===== config.mk =====
export PLATFORM = sky130hd
export DESIGN_NAME = key_debounce_pulse
export DESIGN_NICKNAME = d
export VERILOG_FILES = /design/src/rtl/safe_pkg.sv /design/src/rtl/sync_2ff.sv /design/src/rtl/key_debounce_pulse.sv
export SDC_FILE = /design/constraint.sdc
export NUM_CORES = 1
export LEC_CHECK = 0
export ABC_AREA = 1
export CAP_MARGIN = 20
export CORE_ASPECT_RATIO = 0.5
export CORE_MARGIN = 10
export CORE_UTILIZATION = 28
export CTS_CLUSTER_SIZE = 24
export DETAILED_ROUTE_END_ITERATION = 8
export GPL_ROUTABILITY_DRIVEN = 0
export PLACE_DENSITY = 0.43
export SYNTH_ARGS = -nofsm -noshare
export SYNTH_HDL_FRONTEND = slang
export SYNTH_SLANG_ARGS = --single-unit
export TNS_END_PERCENT = 20

===== constraint.sdc =====
create_clock -name clk -period 2 [get_ports clk]
set_clock_uncertainty 0.2 [all_clocks]
set_input_delay 0.4 -clock clk [delete_from_list [all_inputs] [get_ports clk]]
set_output_delay 0.4 -clock clk [all_outputs]
set_load 0.01 [all_outputs]

===== src/rtl/safe_pkg.sv =====
// Shared types and timing constants for the safe controller front end.
// Consumers: key_debounce_pulse (optional feature macro KEY_LONG_PRESS_EN).
package safe_pkg;

  typedef enum logic [1:0] {
    IDLE      = 2'd0,
    PRESS_CHK = 2'd1,
    HELD      = 2'd2,
    REL_CHK   = 2'd3
  } key_state_t;

  localparam int unsigned CLK_HZ        = 50_000_000;
  localparam int unsigned DEBOUNCE_20MS = 1_000_000;
  localparam int unsigned LONG_1S       = 50_000_000;

  function automatic int unsigned max_u(input int unsigned a, input int unsigned b);
    return (a > b) ? a : b;
  endfunction

endpackage


===== src/rtl/sync_2ff.sv =====
// Two-flop synchroniser for asynchronous inputs with a configurable reset value.
// Shared by push-button and slide-switch inputs.
module sync_2ff #(
  parameter int unsigned      WIDTH     = 1,
  parameter logic [WIDTH-1:0] RESET_VAL = '1
) (
  input  logic             clk,
  input  logic             RESET,
  input  logic [WIDTH-1:0] i_d,
  output logic [WIDTH-1:0] o_q
);

  logic [WIDTH-1:0] r_ff1;
  logic [WIDTH-1:0] r_ff2;

  always_ff @(posedge clk) begin
    if (RESET) begin
      r_ff1 <= RESET_VAL;
      r_ff2 <= RESET_VAL;
    end else begin
      r_ff1 <= i_d;
      r_ff2 <= r_ff1;
    end
  end

  assign o_q = r_ff2;

endmodule


===== src/rtl/key_debounce_pulse.sv =====
// Debounces an active-low push-button into a level plus press/release strobes.
// Define KEY_LONG_PRESS_EN to enable the one-shot long_press strobe.
module key_debounce_pulse
  import safe_pkg::*;
#(
  parameter int unsigned DEBOUNCE_CYCLES = DEBOUNCE_20MS,
  parameter int unsigned LONG_CYCLES     = LONG_1S
) (
  input  logic clk,
  input  logic RESET,
  input  logic key_n,
  output logic level,
  output logic press,
  output logic release_p,
  output logic long_press
);

  localparam int unsigned CNT_W = $clog2(max_u(DEBOUNCE_CYCLES, LONG_CYCLES) + 1);
  localparam logic [CNT_W-1:0] DEB_C = CNT_W'(DEBOUNCE_CYCLES);
  localparam logic [CNT_W-1:0] ONE_C = CNT_W'(1);
`ifdef KEY_LONG_PRESS_EN
  localparam logic [CNT_W-1:0] LONG_C    = CNT_W'(LONG_CYCLES);
  localparam logic [CNT_W-1:0] LONG_M1_C = CNT_W'(LONG_CYCLES - 1);
`endif

  logic       w_key_sync;
  logic       w_pressed_s;
  key_state_t r_state;
  logic [CNT_W-1:0] r_cnt;
  logic       r_level;
  logic       r_press;
  logic       r_release_p;
  logic       r_long_press;

  sync_2ff #(
    .WIDTH    (1),
    .RESET_VAL(1'b1)
  ) u_sync (
    .clk  (clk),
    .RESET(RESET),
    .i_d  (key_n),
    .o_q  (w_key_sync)
  );

  assign w_pressed_s = ~w_key_sync;

  always_ff @(posedge clk) begin
    if (RESET) begin
      r_state      <= IDLE;
      r_cnt        <= '0;
      r_level      <= 1'b0;
      r_press      <= 1'b0;
      r_release_p  <= 1'b0;
      r_long_press <= 1'b0;
    end else begin
      r_press      <= 1'b0;
      r_release_p  <= 1'b0;
      r_long_press <= 1'b0;
      unique case (r_state)
        IDLE: begin
          if (w_pressed_s) begin
            r_state <= PRESS_CHK;
            r_cnt   <= ONE_C;
          end else begin
            r_cnt <= '0;
          end
        end
        PRESS_CHK: begin
          if (!w_pressed_s) begin
            r_state <= IDLE;
            r_cnt   <= '0;
          end else if (r_cnt == DEB_C) begin
            r_state <= HELD;
            r_press <= 1'b1;
            r_level <= 1'b1;
            r_cnt   <= '0;
          end else begin
            r_cnt <= r_cnt + ONE_C;
          end
        end
        HELD: begin
          if (!w_pressed_s) begin
            r_state <= REL_CHK;
            r_cnt   <= ONE_C;
          end
`ifdef KEY_LONG_PRESS_EN
          // Timer saturates at LONG_CYCLES so the strobe fires once per hold.
          else if (r_cnt != LONG_C) begin
            r_cnt <= r_cnt + ONE_C;
            if (r_cnt == LONG_M1_C) r_long_press <= 1'b1;
          end
`endif
        end
        REL_CHK: begin
          if (w_pressed_s) begin
            r_state <= HELD;
            r_cnt   <= '0;
          end else if (r_cnt == DEB_C) begin
            r_state     <= IDLE;
            r_release_p <= 1'b1;
            r_level     <= 1'b0;
            r_cnt       <= '0;
          end else begin
            r_cnt <= r_cnt + ONE_C;
          end
        end
        default: begin
          r_state <= IDLE;
          r_cnt   <= '0;
        end
      endcase
    end
  end

  assign level      = r_level;
  assign press      = r_press;
  assign release_p  = r_release_p;
  assign long_press = r_long_press;

  a_no_press_and_release: assert property (@(posedge clk) disable iff (RESET)
    !(r_press && r_release_p));

endmodule


### Gate families picked out, run 1

(4 px per um)
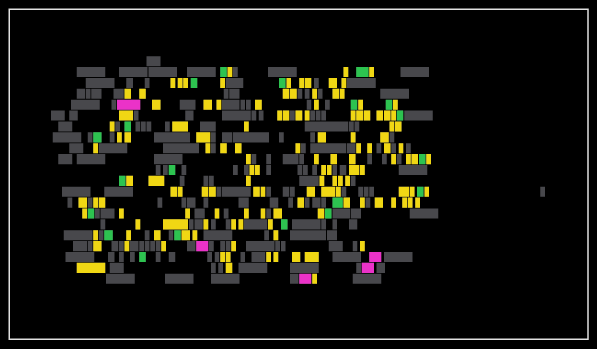
[nand cells] yellow | cells: 135 | most used: nand2_1
[xor and xnor cells] magenta | cells: 5 | most used: xor2_1
[aoi and oai cells] green | cells: 20 | most used: a21oi_1

### Metal layers overlaid, run 1

(3 px per um) Two of the layers only.
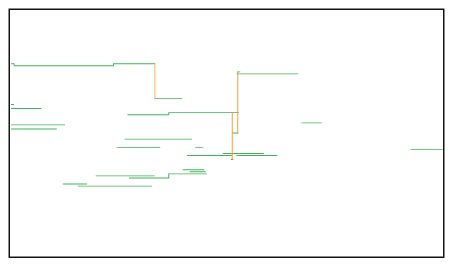
[M4] orange | wire length: 47.6 um
[M3] green | wire length: 349 um
Post-Route WL: 5920 um
Tot GR Track Use: 10.8%

### M1 wires, run 1

(3 px per um) Supply wires on this layer in gray.
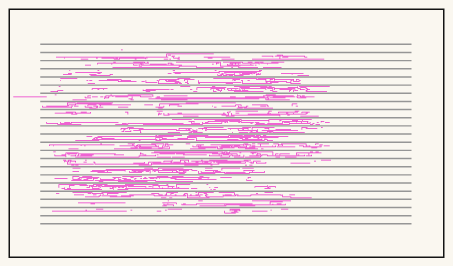
main direction: horizontal
share of all routed wire: 54%

### Layout detail, run 1

Region (57, 43) to (87, 73) um. Cells in gray, sequential cells in the stronger gray; small squares are vias.
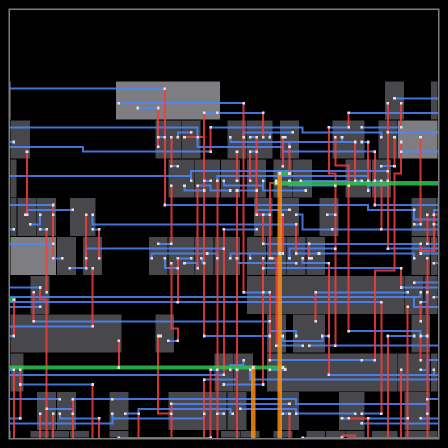
[M1] blue
[M4] orange
[M2] red
[M3] green
netlist names of flops here include: `r_cnt` (1)
sequential cells in the window: 1
cells with their middle in the window: 57
most frequent: nand2_1 (15), nor2_1 (12)

==> results.sh, run 1 <==
# physical design summary
export IMPL_finalNonFillerCells=450
export IMPL_placed_area_sq_mm=0.00238
export IMPL_rows=22
export IMPL_ant_nets=0
export IMPL_powerDensity_mw_per_mm2=644
export IMPL_r2r_start="r_cnt[0]$_SDFFE_PP0P_"
export IMPL_arrival_ps=1810
export IMPL_warnings=27
export IMPL_yosys_area_top_type="dfxtp_1"
export IMPL_drtPass1Iterations=5
export IMPL_logic_area_sq_mm=0.00125
export IMPL_overflow=0
export IMPL_finalClockPeriodUsage_pct=91.9
export IMPL_grt_pass1_vias=2019
export IMPL_tritoncts="done"
export IMPL_hpwlAfterDp_um=4680
export IMPL_synthArstFlopShare_pct=0
export IMPL_clk_pin_slew_ps=50
export IMPL_cp_end_kind="register"
export IMPL_cts_root_buf="clkbuf_16"
export IMPL_final_net_count=358
export IMPL_final_area_sq_mm=0.00255
export IMPL_slowest_stage="dfxtp_1"
export IMPL_cts_buffers=5
export IMPL_fin_crit_ps=1840
export IMPL_fp_util_pct=29.2
export IMPL_common_cells="81 x nand2_1, 54 x inv_1, 50 x nor2_1, 33 x dfxtp_1, 32 x nand3_1"
export IMPL_path_class="reg -> reg"
export IMPL_boundaryPins=7
export IMPL_cap_violations=0
export IMPL_pwr_share_comb_pct=3.6
export IMPL_yosysWarnings=0
export IMPL_cts_resized=0
export IMPL_critPathBufInv=1
export IMPL_worstHoldPathCells=1
export IMPL_topCellsByArea="dfxtp_1 31%, nand2_1 14%, inv_1 9.4%"
export IMPL_area_growth_pct=18.0
export IMPL_drive_above_1_share_pct=16.4
export IMPL_post_drt_wl_per_cell_um=13.2
export IMPL_synth_avg_cell_area_sq_um=6.40
export IMPL_dp_cells=442
export IMPL_syn_area_sq_mm=0.00216
export IMPL_die_area_sq_mm=0.0119
export IMPL_seqCellArea_sq_um=661
export IMPL_synth_top_area_share_pct=30.5
export IMPL_finalSetupTns_ps=0
export IMPL_postCtsHoldBufs=0
export IMPL_synth_distinct_cells=33
export IMPL_slew_viol_final=0
export IMPL_reg2regPathDepth=9
export IMPL_synthesis_nets=343
export IMPL_portBuffers=5
export IMPL_power_switching_w=0.000333
export IMPL_remaining_drc_errors=0
export IMPL_top_cell="nand2_1"
export IMPL_die_h_um=82.2
export IMPL_internal_power_w=0.00131
export IMPL_hold_viol_final=0
export IMPL_drt_iter0_drc=140
export IMPL_hold_end="u_sync.o_q$_SDFF_PP1_"
export IMPL_netlist_instances=338
export IMPL_vias=2046
export IMPL_status="finished, final reports clean"
export IMPL_viasPerCell=4.55
export IMPL_clockBufferDepth=2
export IMPL_reg2reg_slack_ps=160
export IMPL_max_stage_delay_ps=320
export IMPL_ys_chip_area_sq_mm=0.00216
export IMPL_rsz0062_at_grt="no"
export IMPL_fill_cells=801
export IMPL_grt_max_degree=15
export IMPL_rr_endpoint="r_cnt[16]$_SDFFE_PP0P_"
export IMPL_holdCritPathClass="reg -> reg"
export IMPL_cp_start_kind="register"
export IMPL_synth_main_ff_cell="dfxtp_1"
==> run 1: cells by family after synthesis <==
logic type	synth area share (%)
DFF	30.5
AOI/OAI and AO/OA	5.03
and+or+nand+nor	49.3
adders and majority gates	1.16
other	0.173
xor gates and xnor gates	2.37
buffers and inverters	11.5
==> run 1: layout by cell type (no fill, tap or decap), types with 6 or more instances in the layout <==
cell and n:
nor2_2 11, nand3_1 32, a21oi_1 11, nand2_1 81
buf_4 8, nor3_1 6, dfxtp_1 33, nand2_2 6
nor2_1 50, inv_1 54, nand4_1 6
==> run 1: routing by layer <==
| layer | track usage [%] | part of all wire, % | routed length, um |
|---|---|---|---|
| met5 | 0 | 0 | 0 |
| met4 | 2.40 | 0.79 | 47 |
| met3 | 2.79 | 5.9 | 349 |
| met2 | 16.0 | 39 | 2340 |
| met1 | 15.3 | 54 | 3190 |
==> run 1: registers in the layout, summed over array words and instances (netlist names), named ones only <==
register and count:
press 1, r_state 1, release_p 1, r_cnt 26, u_sync.o_q 1, u_sync.r_ff1 1
level 1
==> run 1: cell type report <==
type,instances,share of cell area [%]
Multi-Input combinational cell,242,49.2
Timing Repair Buffer,14,5.10
Sequential cell,33,25.9
Clock inverter,1,1.18
Clock buffer,7,5.59
Inverter,57,8.38
Tap cell,96,4.71
==> run 1: worst max path at each step <==
stage,from,to,slack (ps),depth (start not counted)
floorplan,r_cnt[0]$_SDFFE_PP0P_,r_cnt[10]$_SDFFE_PP0P_,420,13
global placement,r_cnt[0]$_SDFFE_PP0P_,r_cnt[9]$_SDFFE_PP0P_,160,9
detailed placement,r_cnt[0]$_SDFFE_PP0P_,r_cnt[16]$_SDFFE_PP0P_,150,9
CTS,r_cnt[0]$_SDFFE_PP0P_,r_cnt[16]$_SDFFE_PP0P_,130,9
global route,r_cnt[0]$_SDFFE_PP0P_,r_cnt[8]$_SDFFE_PP0P_,10,9
finish,r_cnt[0]$_SDFFE_PP0P_,r_cnt[16]$_SDFFE_PP0P_,160,9
==> run 1: power by group through the flow <==
stage | clock network (W) | logic, W | registers (W)
floorplan | 0 | 0.0000390 | 0.000683
global placement | 0 | 0.0000603 | 0.000684
detailed placement | 0 | 0.0000601 | 0.000684
CTS | 0.000937 | 0.0000602 | 0.000669
global route | 0.000963 | 0.0000661 | 0.000670
finish | 0.000914 | 0.0000595 | 0.000669
==> run 1: through the flow <==
| step | utilization (%) | setup slack [ps] | total power [W] |
|---|---|---|---|
| floorplan | - | 425 | 0.000722 |
| global placement | 32.1 | 164 | 0.000744 |
| detailed placement | 32.1 | 149 | 0.000744 |
| CTS | 34.5 | 135 | 0.00167 |
| global route | 34.5 | 11.9 | 0.00170 |
| finish | 34.5 | 162 | 0.00164 |
--- run 2 (diff from run 1) ---
--- a/config.mk
+++ b/config.mk
@@ -6,7 +6,7 @@
 export NUM_CORES = 1
 export LEC_CHECK = 0
 export ABC_AREA = 1
-export CAP_MARGIN = 20
+export CAP_MARGIN = 25
 export CORE_ASPECT_RATIO = 0.5
 export CORE_MARGIN = 10
 export CORE_UTILIZATION = 28
### Layout detail, run 2

Region (57, 43) to (87, 73) um. Cells in gray, sequential cells in the stronger gray; small squares are vias.
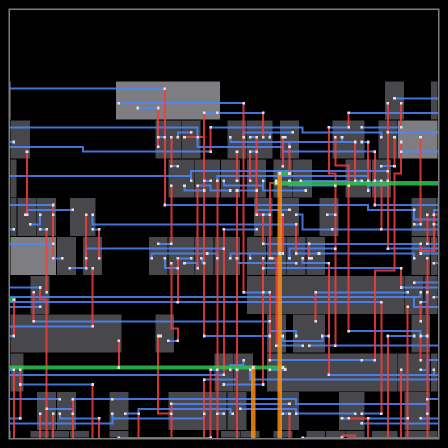
[M4] orange
[M1] blue
[M3] green
[M2] red
netlist names of flops here include: `r_cnt` (1)
sequential cells in the window: 1
cells with their middle in the window: 57
most frequent: nand2_1 (15), nor2_1 (12)

==> run 2 against run 1 <==
Sequential power about the same; first-iteration DRC count is the same; largest cell class unchanged; combinational power about the same; synthesized cell count unchanged; sequential share of layout area stayed put; clock-buffer cell count unchanged; clock power hardly changed.
==> results.sh, run 2 <==
# physical design summary
export IMPL_status="finished, final reports clean"
export IMPL_powerDensity_mw_per_mm2=644
export IMPL_final_common_cell="nand2_1"
export IMPL_arrival_ps=1810
export IMPL_wirelength_um=5920
export IMPL_finalSetupTns_ps=0
export IMPL_fill_cells=801
export IMPL_post_drt_wl_per_cell_um=13.2
export IMPL_remaining_drc_errors=0
export IMPL_topCellsByArea="dfxtp_1 31%, nand2_1 14%, inv_1 9.4%"
export IMPL_syn_area_sq_mm=0.00216
export IMPL_viasPerCell=4.55
export IMPL_regMostFlops="r_cnt"
export IMPL_setup_worst_path_start="r_cnt[0]$_SDFFE_PP0P_"
export IMPL_synth_top_area_share_pct=30.5
export IMPL_critPathBufInv=1
export IMPL_synth_main_ff_cell="dfxtp_1"
export IMPL_netlist_instances=338
export IMPL_power_switching_w=0.000333
export IMPL_wl_met1_um=3190
export IMPL_overflow=0
export IMPL_track_usage_pct=10.8
export IMPL_clk_pin_slew_ps=50
export IMPL_final_net_count=358
export IMPL_die_h_um=82.2
export IMPL_warnings=27
export IMPL_internal_power_w=0.00131
export IMPL_final_area_sq_mm=0.00255
export IMPL_synthArstFlopShare_pct=0
export IMPL_top_layer="met4"
export IMPL_die_area_sq_mm=0.0119
export IMPL_portBuffers=5
export IMPL_drtPass1Iterations=5
export IMPL_layout_top_cells="81 x nand2_1, 54 x inv_1, 50 x nor2_1"
export IMPL_ant_nets=0
run 2: final timing paths:
check	depth (start not counted)	to	slack [ps]
setup / recovery	9	r_cnt[16]$_SDFFE_PP0P_	160
hold / removal	1	u_sync.o_q$_SDFF_PP1_	220
setup reg to reg	9	r_cnt[16]$_SDFFE_PP0P_	160
hold reg to reg	1	u_sync.o_q$_SDFF_PP1_	220
run 2: cell type report:
type                            count  area, sq um  area share [%]
Clock buffer                        7          143            5.59
Clock inverter                      1         30.0            1.18
Inverter                           57          214            8.38
Multi-Input combinational cell    242         1250            49.2
Sequential cell                    33          661            25.9
Tap cell                           96          120            4.71
Timing Repair Buffer               14          130            5.10
run 2: layer usage:
layer,track usage [%],vias to the layer above
met5,0,-
met4,2.40,0
met3,2.79,6
met2,16.0,45
met1,15.3,919
li1,-,1076
run 2: kinds of logic (layout without fill, tap and decap cells):
logic type / count (synthesis) / after routing / share of synthesized area [%]
compound gates: 20 / 20 / 5.03
xor+xnor: 5 / 5 / 2.37
fa+ha+maj: 2 / 2 / 1.16
buf+inv: 63 / 79 / 11.5
flops: 33 / 33 / 30.5
other cells: 1 / 1 / 0.173
simple gates: 214 / 214 / 49.3
run 2: worst reg2reg max path: cells and delay by family (launching register included):
kind | cells | cell delay, ps
simple gates | 7 | 890
flops | 1 | 320
fa+ha+maj | 1 | 190
buf+inv | 1 | 140
run 2: power groups by stage:
stage / Clock, W / Sequential [W] / Combinational (W)
after detailed placement: 0 / 0.000684 / 0.0000601
after CTS: 0.000937 / 0.000669 / 0.0000602
final: 0.000914 / 0.000669 / 0.0000595
after global routing: 0.000963 / 0.000670 / 0.0000661
after global placement: 0 / 0.000684 / 0.0000603
after floorplan: 0 / 0.000683 / 0.0000390
run 2: stage by stage:
| step | hold slack [ps] | power (W) |
|---|---|---|
| floorplan | 189 | 0.000722 |
| global route | 233 | 0.00170 |
| CTS | 221 | 0.00167 |
| global placement | 196 | 0.000744 |
| finish | 216 | 0.00164 |
| detailed placement | 205 | 0.000744 |
### Gate families picked out, run 2

(4 px per um)
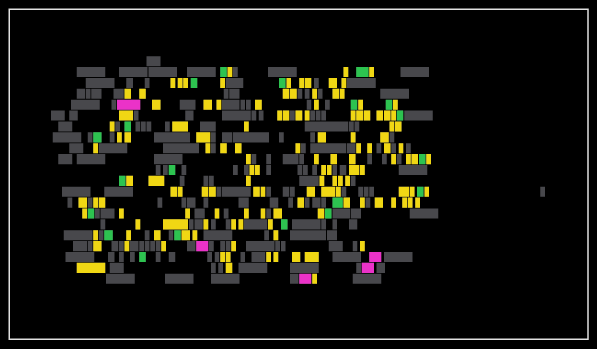

--- run 3 (diff from run 2) ---
--- a/config.mk
+++ b/config.mk
@@ -9,11 +9,11 @@
 export CAP_MARGIN = 25
 export CORE_ASPECT_RATIO = 0.5
 export CORE_MARGIN = 10
-export CORE_UTILIZATION = 28
+export CORE_UTILIZATION = 61
 export CTS_CLUSTER_SIZE = 24
 export DETAILED_ROUTE_END_ITERATION = 8
 export GPL_ROUTABILITY_DRIVEN = 0
-export PLACE_DENSITY = 0.43
+export PLACE_DENSITY_LB_ADDON = 0.12
 export SYNTH_ARGS = -nofsm -noshare
 export SYNTH_HDL_FRONTEND = slang
 export SYNTH_SLANG_ARGS = --single-unit
### Gate families picked out, run 3

(6 px per um)
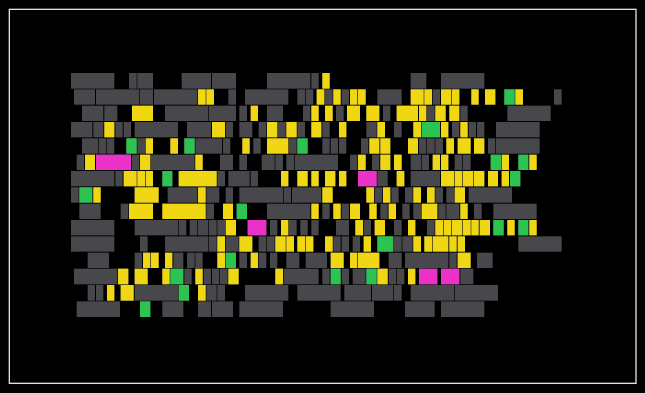
[xor and xnor cells] magenta | cells: 5 | most used: xor2_1
[aoi and oai cells] green | cells: 20 | most used: a21oi_1
[nand cells] yellow | cells: 135 | most used: nand2_1
fraction of area in multi-input gates: 52.7%
final cell count without fillers: 402
most numerous logic cell after layout: nand2_1

==> run 3 against run 2 <==
Utilization is 35 points higher; setup slack lost 1.9 ps; non-clock buffer count shrank 3; sequential cell count did not move; total power fell by 25%; register-to-register slack hardly changed; critical path depth unchanged; die size decreased by 45%; critical path type unchanged; fmax down 0.11%; largest cell class unchanged; final area is 6.5% lower; clock-buffer cell count shrank 1.
==> results.sh, run 3 <==
# physical design summary
export IMPL_synth_distinct_cells=33
export IMPL_path_class="reg -> reg"
export IMPL_finalClockPeriodUsage_pct=92.0
export IMPL_topCellsByArea="dfxtp_1 31%, nand2_1 14%, inv_1 9.4%"
export IMPL_fp_util_pct=63.3
export IMPL_synth_compound_area_share_pct=5.03
export IMPL_cts_root_buf="clkbuf_8"
export IMPL_cp_start_kind="register"
export IMPL_viasPerCell=5.32
export IMPL_status="finished, final reports clean"
export IMPL_die_area_sq_mm=0.00647
export IMPL_slew_viol_final=0
export IMPL_area_growth_pct=10.3
export IMPL_synthXorXnorAreaFrac_pct=2.37
export IMPL_portBuffers=5
export IMPL_top_layer="met4"
export IMPL_largest_register_ffs=26
export IMPL_hold_viol_final=0
export IMPL_regMostFlops="r_cnt"
export IMPL_clk_pin_slew_ps=70
export IMPL_clockBufferDepth=2
export IMPL_yosys_area_share_adder_pct=1.16
export IMPL_post_drt_wl_per_cell_um=13.3
export IMPL_warnings=27
export IMPL_mux_area_share_pct=0
export IMPL_vias=2139
export IMPL_yosys_area_top_type="dfxtp_1"
export IMPL_dr_wl_met3_um=536
export IMPL_total_power_w=0.00123
export IMPL_wl_met1_um=2450
export IMPL_drt_iter0_drc=199
export IMPL_layout_top_cells="81 x nand2_1, 54 x inv_1, 49 x nor2_1"
export IMPL_drtPass1Iterations=5
export IMPL_netlist_instances=338
export IMPL_ant_nets=0
export IMPL_grt_max_degree=12
export IMPL_common_cells="81 x nand2_1, 54 x inv_1, 50 x nor2_1, 33 x dfxtp_1, 32 x nand3_1"
export IMPL_wl_met2_um=2290
export IMPL_setup_ws_ps=160
export IMPL_tritoncts="done"
export IMPL_logic_family="simple AND/OR/NAND/NOR gates"
export IMPL_synthArstFlopShare_pct=0
export IMPL_wirelength_um=5340
export IMPL_overflow=0
export IMPL_final_net_count=355
export IMPL_postCtsHoldBufs=0
export IMPL_finalSetupTns_ps=0
export IMPL_yosysWarnings=0
export IMPL_track_usage_pct=16.5
export IMPL_remaining_drc_errors=0
export IMPL_synth_main_ff_cell="dfxtp_1"
export IMPL_synthesis_nets=343
export IMPL_ys_chip_area_sq_mm=0.00216
export IMPL_rsz0062_at_grt="no"
export IMPL_holdCritPathClass="reg -> reg"
export IMPL_fin_crit_ps=1840
export IMPL_syn_area_sq_mm=0.00216
export IMPL_cp_end_kind="register"
export IMPL_cap_violations=0
## run 3: final timing paths
check	from	end	slack (ps)	cells after the start
hold / removal	u_sync.r_ff1$_SDFF_PP1_	u_sync.o_q$_SDFF_PP1_	210	1
hold reg to reg	u_sync.r_ff1$_SDFF_PP1_	u_sync.o_q$_SDFF_PP1_	210	1
setup / recovery	r_cnt[0]$_SDFFE_PP0P_	r_cnt[16]$_SDFFE_PP0P_	160	9
setup reg to reg	r_cnt[0]$_SDFFE_PP0P_	r_cnt[16]$_SDFFE_PP0P_	160	9
## run 3: cell families after synthesis
| kind of cell | count (synthesis) |
|---|---|
| XOR/XNOR | 5 |
| other | 1 |
| flip-flops | 33 |
| AND-OR/OR-AND | 20 |
| adder cells (fa/ha/maj) | 2 |
| AND/OR/NAND/NOR | 214 |
| buffers and inverters | 63 |
## run 3: cell type report
class | count | area [sq um]
Multi-Input combinational cell | 242 | 1260
Timing Repair Buffer | 11 | 108
Tap cell | 51 | 63.8
Sequential cell | 33 | 661
Inverter | 57 | 214
Clock buffer | 6 | 72.6
Clock inverter | 2 | 10.0
Fill cell | 308 | 1030
## run 3: repair_timing
action,4_1_cts,5_1_grt
gates resized,0,1
endpoints found under the setup margin,0,1
buffers inserted,0,0
endpoints found under the hold margin,0,0
## run 3: power breakdown
| group | total [W] | internal [W] | switching [W] |
|---|---|---|---|
| clock network | 0.000503 | 0.000241 | 0.000262 |
| logic | 0.0000591 | 0.0000235 | 0.0000356 |
| registers | 0.000669 | 0.000662 | 0.00000618 |
| total | 0.00123 | 0.000927 | 0.000304 |
## run 3: worst max-delay path, stage by stage, from the launching register on
cell and delay (ps):
dfxtp_1 330, inv_1 140, ha_1 200, nand3_1 80
nor2_1 130, nand3_2 170, nand2_4 150, nand2_4 120
nand2_8 140, nor2_1 60
## run 3: metrics by stage
stage                     utilization (%)  instance area, sq um  instances
after floorplan                         -                  2160        338
after global placement               67.4                  2300        394
after detailed placement             67.4                  2300        394
after CTS                            69.8                  2380        402
after global routing                 69.9                  2390        402
final                                69.9                  2390        402
## run 3: per-layer routing
| layer | global-route usage, % | up-vias |
|---|---|---|
| li1 | - | 1074 |
| met1 | 22.4 | 958 |
| met2 | 24.6 | 96 |
| met3 | 5.14 | 11 |
| met4 | 4.14 | 0 |
| met5 | 0 | - |
Power and IR drop assume default switching activity.
